**config.mk**
```make
export PLATFORM = sky130hd
export DESIGN_NAME = vga_fb_loader_arb_flat
export DESIGN_NICKNAME = d
export VERILOG_FILES = /design/src/rtl/vga_pkg.sv /design/src/rtl/vga_fb_loader_arb_if.sv /design/src/rtl/vga_fb_loader_arb_fb_port_mux.sv /design/src/rtl/vga_fb_loader_arb.sv /design/src/flat_wrapper.sv
export SDC_FILE = /design/constraint.sdc
export NUM_CORES = 1
export LEC_CHECK = 0
export CORE_MARGIN = 10
export CORE_UTILIZATION = 46
export DETAILED_ROUTE_END_ITERATION = 16
export PLACE_DENSITY = 0.77
export REMOVE_ABC_BUFFERS = 1
export SYNTH_ARGS = -nofsm -noshare
export SYNTH_HDL_FRONTEND = slang
export SYNTH_HIERARCHICAL = 1
export SYNTH_SLANG_ARGS = --single-unit
```
**constraint.sdc**
```tcl
create_clock -name clk -period 3.25 [get_ports clk]
set_clock_uncertainty 0.2 [all_clocks]
set_input_delay 0.65 -clock clk [delete_from_list [all_inputs] [get_ports clk]]
set_output_delay 0.65 -clock clk [all_outputs]
set_load 0.05 [all_outputs]
```
**src/rtl/vga_pkg.sv**
```systemverilog
// Shared types and geometry for the VGA framebuffer blocks.
// The display read-address generator uses the same cell geometry.
package vga_pkg;

  localparam int FB_COLS      = 100;
  localparam int FB_ROWS      = 75;
  localparam int FB_BYTES_DEF = FB_COLS * FB_ROWS;
  localparam int FB_BASE_DEF  = 1;

  typedef enum logic [2:0] {
    ST_IDLE,
    ST_REQ,
    ST_WR_LO,
    ST_WR_HI,
    ST_FIN
  } ld_state_e;

endpackage

```
**src/rtl/vga_fb_loader_arb_if.sv**
```systemverilog
// Bundle of control, CPU, memory and BRAM port A signals.
// The slave side is the loader; the master side is its surroundings.
interface vga_fb_loader_arb_if #(
  parameter int FB_AW  = 19,
  parameter int MEM_AW = 23
);

  logic              start;
  logic [MEM_AW-1:0] src_base;
  logic              busy;
  logic              done;

  logic              cpu_we;
  logic [FB_AW-1:0]  cpu_addr;
  logic [7:0]        cpu_data;

  logic              mem_re;
  logic [MEM_AW-1:0] mem_addr;
  logic [15:0]       mem_data;
  logic              mem_valid;

  logic              fb_we;
  logic [FB_AW-1:0]  fb_addr;
  logic [7:0]        fb_din;

  modport master (
    output start, src_base,
    output cpu_we, cpu_addr, cpu_data,
    output mem_data, mem_valid,
    input  busy, done,
    input  mem_re, mem_addr,
    input  fb_we, fb_addr, fb_din
  );

  modport slave (
    input  start, src_base,
    input  cpu_we, cpu_addr, cpu_data,
    input  mem_data, mem_valid,
    output busy, done,
    output mem_re, mem_addr,
    output fb_we, fb_addr, fb_din
  );

endinterface

```
**src/rtl/vga_fb_loader_arb_fb_port_mux.sv**
```systemverilog
// Registered 2:1 priority mux for BRAM port A.
// The CPU always wins; the copy side learns of it through o_copy_grant.
module fb_port_mux #(
  parameter int FB_AW = 19
) (
  input  logic             clk,
  input  logic             rst,
  input  logic             i_cpu_we,
  input  logic [FB_AW-1:0] i_cpu_addr,
  input  logic [7:0]       i_cpu_data,
  input  logic             i_copy_req,
  input  logic [FB_AW-1:0] i_copy_addr,
  input  logic [7:0]       i_copy_data,
  output logic             o_copy_grant,
  output logic             o_fb_we,
  output logic [FB_AW-1:0] o_fb_addr,
  output logic [7:0]       o_fb_din
);

  logic             r_we;
  logic [FB_AW-1:0] r_addr;
  logic [7:0]       r_din;

  assign o_copy_grant = i_copy_req & ~i_cpu_we;

  always_ff @(posedge clk) begin
    if (rst) begin
      r_we   <= 1'b0;
      r_addr <= '0;
      r_din  <= '0;
    end else if (i_cpu_we) begin
      r_we   <= 1'b1;
      r_addr <= i_cpu_addr;
      r_din  <= i_cpu_data;
    end else if (i_copy_req) begin
      r_we   <= 1'b1;
      r_addr <= i_copy_addr;
      r_din  <= i_copy_data;
    end else begin
      // idle port is driven to zero, not left holding the last write
      r_we   <= 1'b0;
      r_addr <= '0;
      r_din  <= '0;
    end
  end

  assign o_fb_we   = r_we;
  assign o_fb_addr = r_addr;
  assign o_fb_din  = r_din;

endmodule

```
**src/rtl/vga_fb_loader_arb.sv**
```systemverilog
// Framebuffer port A owner: CPU byte writes plus a block-copy engine
// that fetches 16-bit words and stores them as two bytes each.
module vga_fb_loader_arb
  import vga_pkg::*;
#(
  parameter int FB_AW    = 19,
  parameter int MEM_AW   = 23,
  parameter int FB_BYTES = FB_BYTES_DEF,
  parameter int FB_BASE  = FB_BASE_DEF
) (
  input logic clk,
  input logic rst,
  vga_fb_loader_arb_if.slave bus
);

  localparam int CW = $clog2(FB_BYTES + 1);

  ld_state_e         r_state;
  logic [CW-1:0]     r_cnt;
  logic [MEM_AW-1:0] r_src;
  logic [MEM_AW-1:0] r_mem_addr;
  logic [15:0]       r_hold;
  logic              r_mem_re;
  logic              r_busy;
  logic              r_done;

  logic              w_copy_req;
  logic              w_grant;
  logic              w_last;
  logic [CW-1:0]     w_cnt_nxt;
  logic [FB_AW-1:0]  w_copy_addr;
  logic [7:0]        w_copy_data;

  assign w_copy_req  = (r_state == ST_WR_LO) ||
                       (r_state == ST_WR_HI);
  assign w_copy_addr = FB_AW'(FB_BASE) + FB_AW'(r_cnt);
  assign w_copy_data = (r_state == ST_WR_HI) ?
                       r_hold[15:8] : r_hold[7:0];
  assign w_cnt_nxt   = r_cnt + CW'(1);
  assign w_last      = (w_cnt_nxt == CW'(FB_BYTES));

  always_ff @(posedge clk) begin
    if (rst) begin
      r_state    <= ST_IDLE;
      r_cnt      <= '0;
      r_src      <= '0;
      r_mem_addr <= '0;
      r_hold     <= '0;
      r_mem_re   <= 1'b0;
      r_busy     <= 1'b0;
      r_done     <= 1'b0;
    end else begin
      r_done <= 1'b0;
      unique case (r_state)
        ST_IDLE: begin
          if (bus.start) begin
            r_src      <= bus.src_base;
            r_cnt      <= '0;
            r_mem_addr <= bus.src_base;
            r_mem_re   <= 1'b1;
            r_busy     <= 1'b1;
            r_state    <= ST_REQ;
          end
        end
        ST_REQ: begin
          if (bus.mem_valid) begin
            r_hold   <= bus.mem_data;
            r_mem_re <= 1'b0;
            r_state  <= ST_WR_LO;
          end
        end
        ST_WR_LO: begin
          if (w_grant) begin
            r_cnt   <= w_cnt_nxt;
            r_state <= w_last ? ST_FIN : ST_WR_HI;
          end
        end
        ST_WR_HI: begin
          if (w_grant) begin
            r_cnt <= w_cnt_nxt;
            if (w_last) begin
              r_state <= ST_FIN;
            end else begin
              // source advances by the byte count, two per word
              r_mem_addr <= r_src + MEM_AW'(w_cnt_nxt);
              r_mem_re   <= 1'b1;
              r_state    <= ST_REQ;
            end
          end
        end
        ST_FIN: begin
          r_done  <= 1'b1;
          r_busy  <= 1'b0;
          r_state <= ST_IDLE;
        end
        default: r_state <= ST_IDLE;
      endcase
    end
  end

  assign bus.mem_re   = r_mem_re;
  assign bus.mem_addr = r_mem_addr;
  assign bus.busy     = r_busy;
  assign bus.done     = r_done;

  fb_port_mux #(.FB_AW(FB_AW)) u_mux (
    .clk          (clk),
    .rst          (rst),
    .i_cpu_we     (bus.cpu_we),
    .i_cpu_addr   (bus.cpu_addr),
    .i_cpu_data   (bus.cpu_data),
    .i_copy_req   (w_copy_req),
    .i_copy_addr  (w_copy_addr),
    .i_copy_data  (w_copy_data),
    .o_copy_grant (w_grant),
    .o_fb_we      (bus.fb_we),
    .o_fb_addr    (bus.fb_addr),
    .o_fb_din     (bus.fb_din)
  );

endmodule

```
**src/flat_wrapper.sv**
```systemverilog
// flat-port wrapper written by rule: the top's interface ports become plain ports
module vga_fb_loader_arb_flat import vga_pkg::*;
#(
  parameter int FB_AW    = 19,
  parameter int MEM_AW   = 23,
  parameter int FB_BYTES = FB_BYTES_DEF,
  parameter int FB_BASE  = FB_BASE_DEF
)
  (clk, rst, bus_start, bus_src_base, bus_cpu_we, bus_cpu_addr, bus_cpu_data, bus_mem_data, bus_mem_valid, bus_busy, bus_done, bus_mem_re, bus_mem_addr, bus_fb_we, bus_fb_addr, bus_fb_din);
  vga_fb_loader_arb_if #(.FB_AW(FB_AW), .MEM_AW(MEM_AW)) bus_i ();
  input logic clk;
  input logic rst;
  input wire logic [$bits(bus_i.start)-1:0] bus_start;
  input wire logic [$bits(bus_i.src_base)-1:0] bus_src_base;
  input wire logic [$bits(bus_i.cpu_we)-1:0] bus_cpu_we;
  input wire logic [$bits(bus_i.cpu_addr)-1:0] bus_cpu_addr;
  input wire logic [$bits(bus_i.cpu_data)-1:0] bus_cpu_data;
  input wire logic [$bits(bus_i.mem_data)-1:0] bus_mem_data;
  input wire logic [$bits(bus_i.mem_valid)-1:0] bus_mem_valid;
  output wire logic [$bits(bus_i.busy)-1:0] bus_busy;
  output wire logic [$bits(bus_i.done)-1:0] bus_done;
  output wire logic [$bits(bus_i.mem_re)-1:0] bus_mem_re;
  output wire logic [$bits(bus_i.mem_addr)-1:0] bus_mem_addr;
  output wire logic [$bits(bus_i.fb_we)-1:0] bus_fb_we;
  output wire logic [$bits(bus_i.fb_addr)-1:0] bus_fb_addr;
  output wire logic [$bits(bus_i.fb_din)-1:0] bus_fb_din;
  assign bus_i.start = bus_start;
  assign bus_i.src_base = bus_src_base;
  assign bus_i.cpu_we = bus_cpu_we;
  assign bus_i.cpu_addr = bus_cpu_addr;
  assign bus_i.cpu_data = bus_cpu_data;
  assign bus_i.mem_data = bus_mem_data;
  assign bus_i.mem_valid = bus_mem_valid;
  assign bus_busy = bus_i.busy;
  assign bus_done = bus_i.done;
  assign bus_mem_re = bus_i.mem_re;
  assign bus_mem_addr = bus_i.mem_addr;
  assign bus_fb_we = bus_i.fb_we;
  assign bus_fb_addr = bus_i.fb_addr;
  assign bus_fb_din = bus_i.fb_din;
  vga_fb_loader_arb #(.FB_AW(FB_AW), .MEM_AW(MEM_AW), .FB_BYTES(FB_BYTES), .FB_BASE(FB_BASE)) u_core (.clk(clk), .rst(rst), .bus(bus_i));
endmodule
```
placement.png
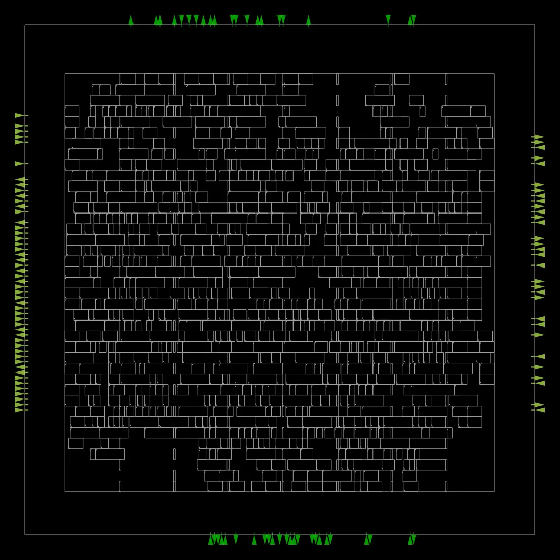
Tap Cells: 143
Cell Rows: 39
sequential cell area share: 29.09%
Util after Layout: 65.23%

flops_by_reg.png
The bar under the picture is 50 um long.
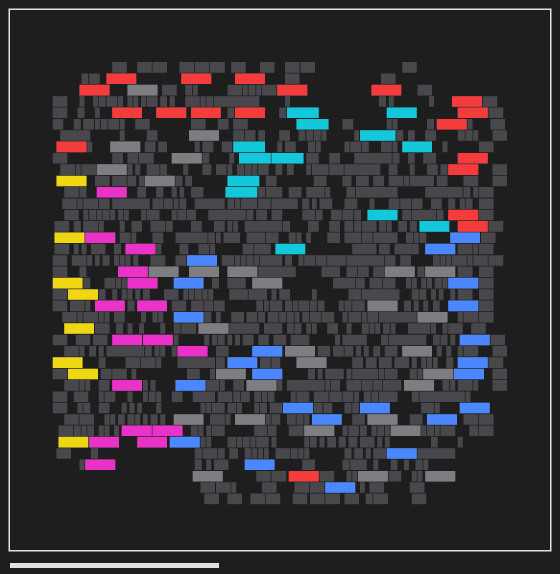
| colour | netlist name | sequential cells |
|---|---|---|
| cyan | u_core/r_cnt | 13 |
| magenta | u_core/r_hold | 16 |
| blue | u_core/bus.mem_addr | 23 |
| red | u_core/u_mux/o_fb_addr | 19 |
| yellow | u_core/u_mux/o_fb_din | 8 |
register area: 0.002195 sq mm
P_seq: 1.45 mW

==> job_summary.md <==
### Metrics collected by this job

| Metric | Value |
|---|---|
| Count of tool warnings | `31` |
| Core ar. | `0.01156 sq mm` |
| Metal1 wirelength | `6675 um` |
| DIE HEIGHT | `129.4 um` |
| Pre-CTS WS | `-0.07241 ns` |
| Num CTS Buffers | `9` |
| Predominant post-synthesis flop cell | `dfxtp_1` |
| Failing checks | `setup timing` |
| Post-CTS Hold Buffers | `0` |
| IO buf count | `124` |
| Pleak | `2.919 nW` |
| Finish-stage setup viols | `1` |
| H-tree levels | `3` |
| Largest cells by area | `dfxtp_1 40%, nand2_1 12%, a21oi_1 9.1%` |
| Top sig layer | `met4` |
| Setup TNS | `-0.02951 ns` |
| Net load switching power | `932.7 uW` |
| Synth mux share | `1.843%` |
| Vias in the first global route | `5356` |
| Final WS setup | `-0.02951 ns` |
| Nets | `923` |
| Initial Util | `47.56%` |
| Sw frac | `28.50%` |
| Arr. time, crit path | `3.36 ns` |
| Antenna viol nets, final | `0` |
| Cycle use final | `100.9%` |
| Crit-path most repeated cell | `and4_4` |
| Max incr delay on CP | `0.38 ns` |
| Comb power frac | `19.0%` |
| Top logic family | `simple AND/OR/NAND/NOR gates` |
| Status | `finished, violations left` |
| Sequential element share of the synthesized area | `39.67%` |
| Routed wl met3 | `1505 um` |
| DIE WIDTH | `129.4 um` |
| Worst Reg2Reg Path Length in Cells | `12` |
| 1st-pass router iterations | `5` |
| Vias | `5364` |
| Placed inst area | `0.006959 sq mm` |
| Routing usage on met3 | `7.586%` |
| Pint | `2.340 mW` |
| Worst hold path class | `flip-flop to flip-flop` |
| Chip area | `0.01673 sq mm` |
| Cell type with the largest total area | `dfxtp_1` |
| Critical-path cell list | `buf_6 > and4_4 > and4_4 > xor2_4 > ha_4 > o211ai_1 > nor2_1 > o2111ai_2 > a31o_4 > or3_4 > a311o_1 > a21oi_1` |
| Crit path launch | `u_core/r_cnt[0]` |
| Routed wire length | `15940 um` |
| Max-area cell share | `39.67%` |
clk_routes.png
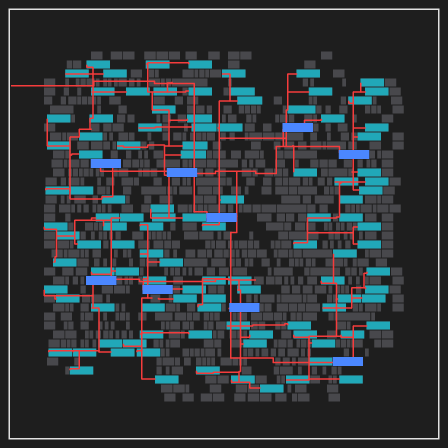
[red] clock wires | length: 1330 um
[cyan] flip-flops | count: 109
[blue] clock drivers | count: 9
routed clock nets: 10
flops lie: widely spread
Clock Latency Late Sink: 0.36 ns
Clock Power Share: 36.7%

per-stage QoR:
step,hold WS (ns),util (%)
2_1_floorplan,0.2305,-
3_3_place_gp,0.2429,60.18
3_5_place_dp,0.2486,60.18
4_1_cts,0.2597,63.83
5_1_grt,0.2736,65.23
6_report,0.2585,65.23
area by class of cell:
type	instances	share of cell area (%)
flip-flops and latches	109	29.09
clock buffers	9	2.986
well taps	143	2.372
repair buffers	163	20.67
multi-input cells	540	43.03
clock inverters	7	1.310
inverters	11	0.5474
Power is estimated from default activity; no workload was simulated.
